## src/rtl/dds_pkg.sv

```systemverilog
// Shared DDS definitions: default ROM address/sample widths and the FIFO level width helper.
// Latency: n/a (package only).
// Backpressure: n/a (package only).
package dds_pkg;

  localparam int DDS_ADDR_W = 12;
  localparam int DDS_DATA_W = 12;

  // A level counter must represent 0..depth inclusive, hence one bit above clog2.
  function automatic int level_w(input int depth);
    return $clog2(depth) + 1;
  endfunction

endpackage

```

## src/rtl/sample_fifo.sv

```systemverilog
// Synchronous first-word-fall-through sample FIFO with occupancy output.
// Latency: a write is visible on o_rd_dat/o_rd_vld the cycle after it is accepted.
// Backpressure: holds head data stable while i_rd_rdy=0; accepts a write when full only alongside a pop.
//
// Ports:
//   i_clk, i_rst_n      clock, async active-low reset
//   i_wr_vld, i_wr_dat  write strobe and data
//   o_rd_vld, o_rd_dat  head-of-queue valid and data (data reads 0 while empty)
//   i_rd_rdy            consumer accept
//   o_level             current occupancy, 0..DEPTH
module sample_fifo
  import dds_pkg::*;
#(
  parameter  int DEPTH = 4,
  parameter  int W     = DDS_DATA_W,
  localparam int LVL_W = level_w(DEPTH),
  localparam int PTR_W = $clog2(DEPTH)
) (
  input  logic             i_clk,
  input  logic             i_rst_n,
  input  logic             i_wr_vld,
  input  logic [W-1:0]     i_wr_dat,
  output logic             o_rd_vld,
  output logic [W-1:0]     o_rd_dat,
  input  logic             i_rd_rdy,
  output logic [LVL_W-1:0] o_level
);

  logic [W-1:0]     r_mem [DEPTH];
  logic [PTR_W-1:0] r_wr_ptr;
  logic [PTR_W-1:0] r_rd_ptr;
  logic [LVL_W-1:0] r_level;

  logic w_empty;
  logic w_full;
  logic w_pop;
  logic w_push;

  assign w_empty = (r_level == '0);
  assign w_full  = (r_level == LVL_W'(DEPTH));
  // Read side ignores i_rd_rdy while empty, so an empty FIFO can never underflow.
  assign w_pop   = !w_empty && i_rd_rdy;
  // A full FIFO still takes a write when the head leaves in the same cycle.
  assign w_push  = i_wr_vld && (!w_full || w_pop);

  // Pointers are PTR_W bits wide and DEPTH is a power of two, so they wrap on their own.
  always_ff @(posedge i_clk or negedge i_rst_n) begin
    if (!i_rst_n) begin
      r_wr_ptr <= '0;
      r_rd_ptr <= '0;
      r_level  <= '0;
    end else begin
      if (w_push) r_wr_ptr <= r_wr_ptr + PTR_W'(1);
      if (w_pop)  r_rd_ptr <= r_rd_ptr + PTR_W'(1);
      if (w_push && !w_pop)      r_level <= r_level + LVL_W'(1);
      else if (w_pop && !w_push) r_level <= r_level - LVL_W'(1);
    end
  end

  // Storage carries no reset; stale entries are never exposed because the output is gated by level.
  always_ff @(posedge i_clk) begin
    if (w_push) r_mem[r_wr_ptr] <= i_wr_dat;
  end

  assign o_rd_vld = !w_empty;
  assign o_rd_dat = w_empty ? '0 : r_mem[r_rd_ptr];
  assign o_level  = r_level;

endmodule

```

## src/rtl/rom_sample_reader.sv

```systemverilog
// Phase-accumulator ROM reader: steps a phase by FTW, reads the ROM, queues samples in a FIFO.
// Latency: sample for an issued read appears on OUT_DATA ROM_LAT+1 cycles after the issue edge.
// Backpressure: reads issue only while FIFO level plus in-flight reads is below FIFO_DEPTH.
//
// Ports:
//   CLK, RESET          clock, async active-low reset
//   EN, SYNC, FTW       read enable, phase-clear pulse, phase step
//   ROM_ADDRESS, ROM_Q  registered ROM address out, ROM data in (ROM_LAT cycles behind the address)
//   OUT_DATA/VALID/READY  valid/ready sample output
//   LEVEL               FIFO occupancy
// Build option: define ROM_SAMPLE_READER_SIGNED_EN to convert offset-binary ROM data to two's complement.
module rom_sample_reader
  import dds_pkg::*;
#(
  parameter  int ADDR_W     = DDS_ADDR_W,
  parameter  int DATA_W     = DDS_DATA_W,
  parameter  int ROM_LAT    = 1,
  parameter  int FIFO_DEPTH = 4,
  localparam int LVL_W      = level_w(FIFO_DEPTH)
) (
  input  logic              CLK,
  input  logic              RESET,
  input  logic              EN,
  input  logic              SYNC,
  input  logic [ADDR_W-1:0] FTW,
  output logic [ADDR_W-1:0] ROM_ADDRESS,
  input  logic [DATA_W-1:0] ROM_Q,
  output logic [DATA_W-1:0] OUT_DATA,
  output logic              OUT_VALID,
  input  logic              OUT_READY,
  output logic [LVL_W-1:0]  LEVEL
);

  logic [ADDR_W-1:0]  r_phase;
  logic [ADDR_W-1:0]  r_rom_addr;
  // r_addr_vld marks the read currently presented on ROM_ADDRESS; r_inflight then
  // follows it through the ROM pipeline so the last stage lines up with its ROM_Q.
  logic               r_addr_vld;
  logic [ROM_LAT-1:0] r_inflight;

  logic [31:0]        w_used;
  logic               w_issue;
  logic [ADDR_W-1:0]  w_issue_addr;
  logic               w_wr_vld;
  logic [DATA_W-1:0]  w_wr_dat;
  logic [LVL_W-1:0]   w_level;

  // Credits consumed = samples already queued plus every read not yet written.
  always_comb begin
    w_used = 32'(w_level) + {31'b0, r_addr_vld};
    for (int i = 0; i < ROM_LAT; i++) begin
      w_used = w_used + {31'b0, r_inflight[i]};
    end
  end

  assign w_issue      = EN && (w_used < 32'(FIFO_DEPTH));
  // SYNC zeroes the phase before it is used, so a coincident read goes to address 0.
  assign w_issue_addr = SYNC ? '0 : r_phase;

  always_ff @(posedge CLK or negedge RESET) begin
    if (!RESET) begin
      r_phase    <= '0;
      r_rom_addr <= '0;
      r_addr_vld <= 1'b0;
      r_inflight <= '0;
    end else begin
      r_addr_vld    <= w_issue;
      r_inflight[0] <= r_addr_vld;
      for (int i = 1; i < ROM_LAT; i++) begin
        r_inflight[i] <= r_inflight[i-1];
      end
      if (w_issue) begin
        r_rom_addr <= w_issue_addr;
        r_phase    <= w_issue_addr + FTW;
      end else if (SYNC) begin
        r_phase    <= '0;
      end
    end
  end

  assign w_wr_vld = r_inflight[ROM_LAT-1];

`ifdef ROM_SAMPLE_READER_SIGNED_EN
  // Flipping the MSB maps offset-binary onto two's complement.
  assign w_wr_dat = {~ROM_Q[DATA_W-1], ROM_Q[DATA_W-2:0]};
`else
  assign w_wr_dat = ROM_Q;
`endif

  sample_fifo #(
    .DEPTH (FIFO_DEPTH),
    .W     (DATA_W)
  ) u_fifo (
    .i_clk    (CLK),
    .i_rst_n  (RESET),
    .i_wr_vld (w_wr_vld),
    .i_wr_dat (w_wr_dat),
    .o_rd_vld (OUT_VALID),
    .o_rd_dat (OUT_DATA),
    .i_rd_rdy (OUT_READY),
    .o_level  (w_level)
  );

  assign ROM_ADDRESS = r_rom_addr;
  assign LEVEL       = w_level;

endmodule

```

## config.mk

```make
export PLATFORM = sky130hd
export DESIGN_NAME = rom_sample_reader
export DESIGN_NICKNAME = d
export VERILOG_FILES = /design/src/rtl/dds_pkg.sv /design/src/rtl/sample_fifo.sv /design/src/rtl/rom_sample_reader.sv
export SDC_FILE = /design/constraint.sdc
export NUM_CORES = 1
export LEC_CHECK = 0
export ABC_AREA = 1
export CAP_MARGIN = 10
export CORE_MARGIN = 1.5
export CORE_UTILIZATION = 55
export CTS_CLUSTER_SIZE = 12
export DETAILED_ROUTE_END_ITERATION = 10
export PLACE_DENSITY = 0.77
export RECOVER_POWER = 50
export SYNTH_ARGS = -nofsm -noshare
export SYNTH_HDL_FRONTEND = slang
export SYNTH_SLANG_ARGS = --single-unit
```

## constraint.sdc

```tcl
create_clock -name CLK -period 3.3 [get_ports CLK]
set_input_delay 0.495 -clock CLK [delete_from_list [all_inputs] [get_ports CLK]]
set_output_delay 0.495 -clock CLK [all_outputs]
set_load 0.02 [all_outputs]
```

run_1/ff_map.png
Scale: 6 px per um. Other sequential cells in the stronger gray, the rest of the logic in the fainter gray.
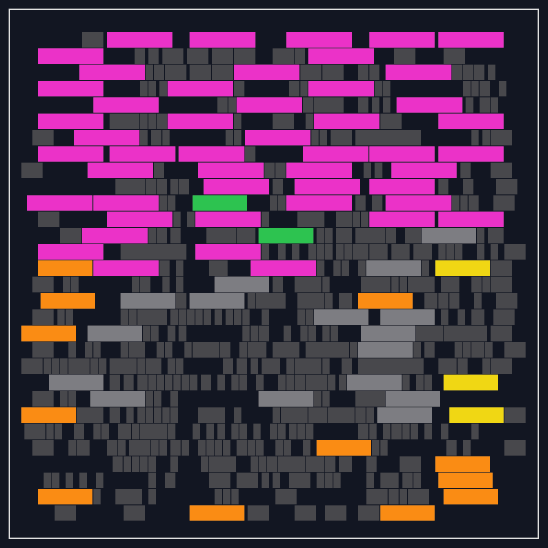
Key: magenta = `u_fifo.r_mem` [placed flops 48]; orange = `ROM_ADDRESS` [placed flops 12]; yellow = `u_fifo.o_level` [placed flops 3]; green = `u_fifo.r_wr_ptr` [placed flops 2]
Another 16 sequential cells are not colored.

run_1/m2.png
Scale: 3 px per um.
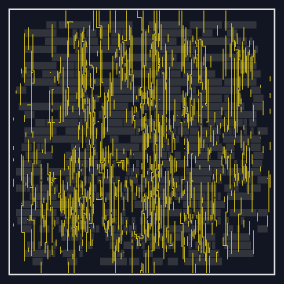
The longest straight run is 30.9 um. The layer carries 3970 um of wire. The layer holds 48% of the routed length. The wires run mostly vertical. 423 nets have wire on it.

run_1/gates.png
Scale: 6 px per um.
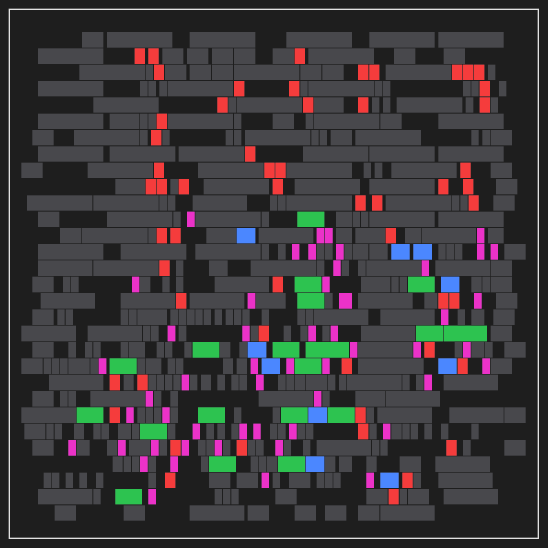
Key: magenta = inv cells [cells 52]; red = aoi and oai cells [cells 55]; blue = xor and xnor cells [cells 10]; green = fa/ha/maj cells [cells 19]

==> ds_physical_params.txt, run 1 <==
Implementation parameters

Parameter                              Value

Job
  Number of violations of the max-capacitance limit    1

GRT
  M1 GR Usage    31.8%
  Met3 capacity usage during global routing    3.86%
  Global routing's busiest layer    met2
  Number of global-route vias before repair    2944

Timing
  Final Max-Slew Violation Tally    34
  Final-layout worst hold slack    388 ps
  F_max    341 MHz
  Final WS setup    371 ps

Detailed routing
  Post-route DRC    0
  Overall via count from detail_route    3016
  Drt via density    5.09
  Metal2 WL    3.97 mm

Min path
  Worst hold path endpoint    r_inflight$_DFF_PN0_
  Path type of the worst min-delay path    flip-flop to flip-flop

Status
  Run status    complete, but fails checks
  Violations in the final reports    capacitance limit, slew limit

Synth
  Largest area contributor in the netlist    sky130_fd_sc_hd__edfxtp_1
  Compound-gate portion of the synthesized area    6.94%
  Synth Seq Share    57.2%
  Mux contribution to synthesized area    0%

Die
  Core utilization before placement    57.7%
  Boundary Pins    57
  Y dimension of the die    87.9 um

Setup path
  R2r endpoint    u_fifo.o_level[2]$_DFFE_PN0P_
  Worst path cell trace    buf_4 > nor2_1 > nor2_1 > o21ai_0 > a21oi_1 > clkdlybuf4s50_1
  Slowest cell on crit path    sky130_fd_sc_hd__dfrtp_1

Clocking
  CTS tree    built
  Post-CTS sizing    0

Layout
  Seq Cell Count    81
  Post-Route Utilization    70.6%
  Layout-stage area growth over the synthesis result    22.2%
  Most area-hungry cell class in the final design    flip-flops and latches
  Final-layout non-clock buffer area share    12.5%

Power
  Power dissipated by switching net loads    1.65 mW
  Switching share of power    38.6%
  Seq group    1.50 mW

Placed design
  Total cell area at the placement stage    4620 um2
  Half-perimeter wire length of the detailed placement result    5.65 mm
==> run 1 -> run 2 <==
- ABC_AREA: 1 -> default
- HOLD_SLACK_MARGIN: default -> 0.05
- PLACE_DENSITY: 0.77 -> 0.78
run_2/m2.png
Scale: 3 px per um.
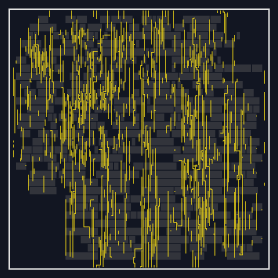
The longest straight run is 51.7 um. The layer carries 3480 um of wire. The layer holds 49% of the routed length.

==> run 2 against run 1 <==
  * Sequential cell count did not move
  * The flow still finishes with violations (capacitance limit, slew limit)
  * Critical path depth decreased by 2
  * Critical path type unchanged
  * Die area decreased by 4.2%
  * Via count is 20% lower
  * Design area is 4.1% lower
  * Area after synthesis decreased by 4.3%
  * Synthesized cell count decreased by 36%
  * Clock skew decreased by 8.1 ps
==> ds_physical_params.txt, run 2 <==
Implementation parameters

Parameter                              Value

Layout
  Most area-hungry cell class in the final design    flip-flops and latches
  Post-Route Utilization    69.2%
  Final-layout non-clock buffer area share    12.7%
  Count of clock-net buffers in the final layout    9
  Seq Cell Count    81

Job
  Number of violations of the max-capacitance limit    1

Power
  Comb. pwr    1.72 mW
  Seq group    1.50 mW
  Switching share of power    35.5%
  Power dissipated by switching net loads    1.41 mW

Timing
  F_max    372 MHz
  Post-layout min period    2690 ps
  Final WS setup    614 ps
  Final-layout worst hold slack    392 ps
  Final Max-Slew Violation Tally    34

Synth
  Cell with the most instances after synthesis    sky130_fd_sc_hd__edfxtp_1
  Xor and xnor area share after synthesis    3.00%
  Compound-gate portion of the synthesized area    6.69%
  Largest area contributor in the netlist    sky130_fd_sc_hd__edfxtp_1
  Mux contribution to synthesized area    9.73%

GRT
  Global routing's busiest layer    met2
  Number of global-route vias before repair    2382

Clocking
  CTS tree    built
  Post-CTS sizing    0

Min path
  Worst hold path endpoint    r_inflight$_DFF_PN0_
  Path type of the worst min-delay path    flip-flop to flip-flop

Setup path
  Worst path cell trace    buf_4 > mux4_2 > and2_1 > clkdlybuf4s50_1
  Crit path max fanout    14
  R2r endpoint    r_phase[10]$_DFF_PN0_
  Slowest cell on crit path    sky130_fd_sc_hd__mux4_2

Die
  Core utilization before placement    56.5%
  Y dimension of the die    86.1 um
  Boundary Pins    57

Detailed routing
  Overall via count from detail_route    2417
  Drt via density    5.70
  Met1 routed wirelength after detailed routing    3.16 mm
  Post-route DRC    0

Status
  Violations in the final reports    capacitance limit, slew limit
  Run status    complete, but fails checks

Placed design
  Total cell area at the placement stage    4450 um2
  Half-perimeter wire length of the detailed placement result    4.94 mm
Power figures rest on the tool's default switching activity, not on a simulated workload.
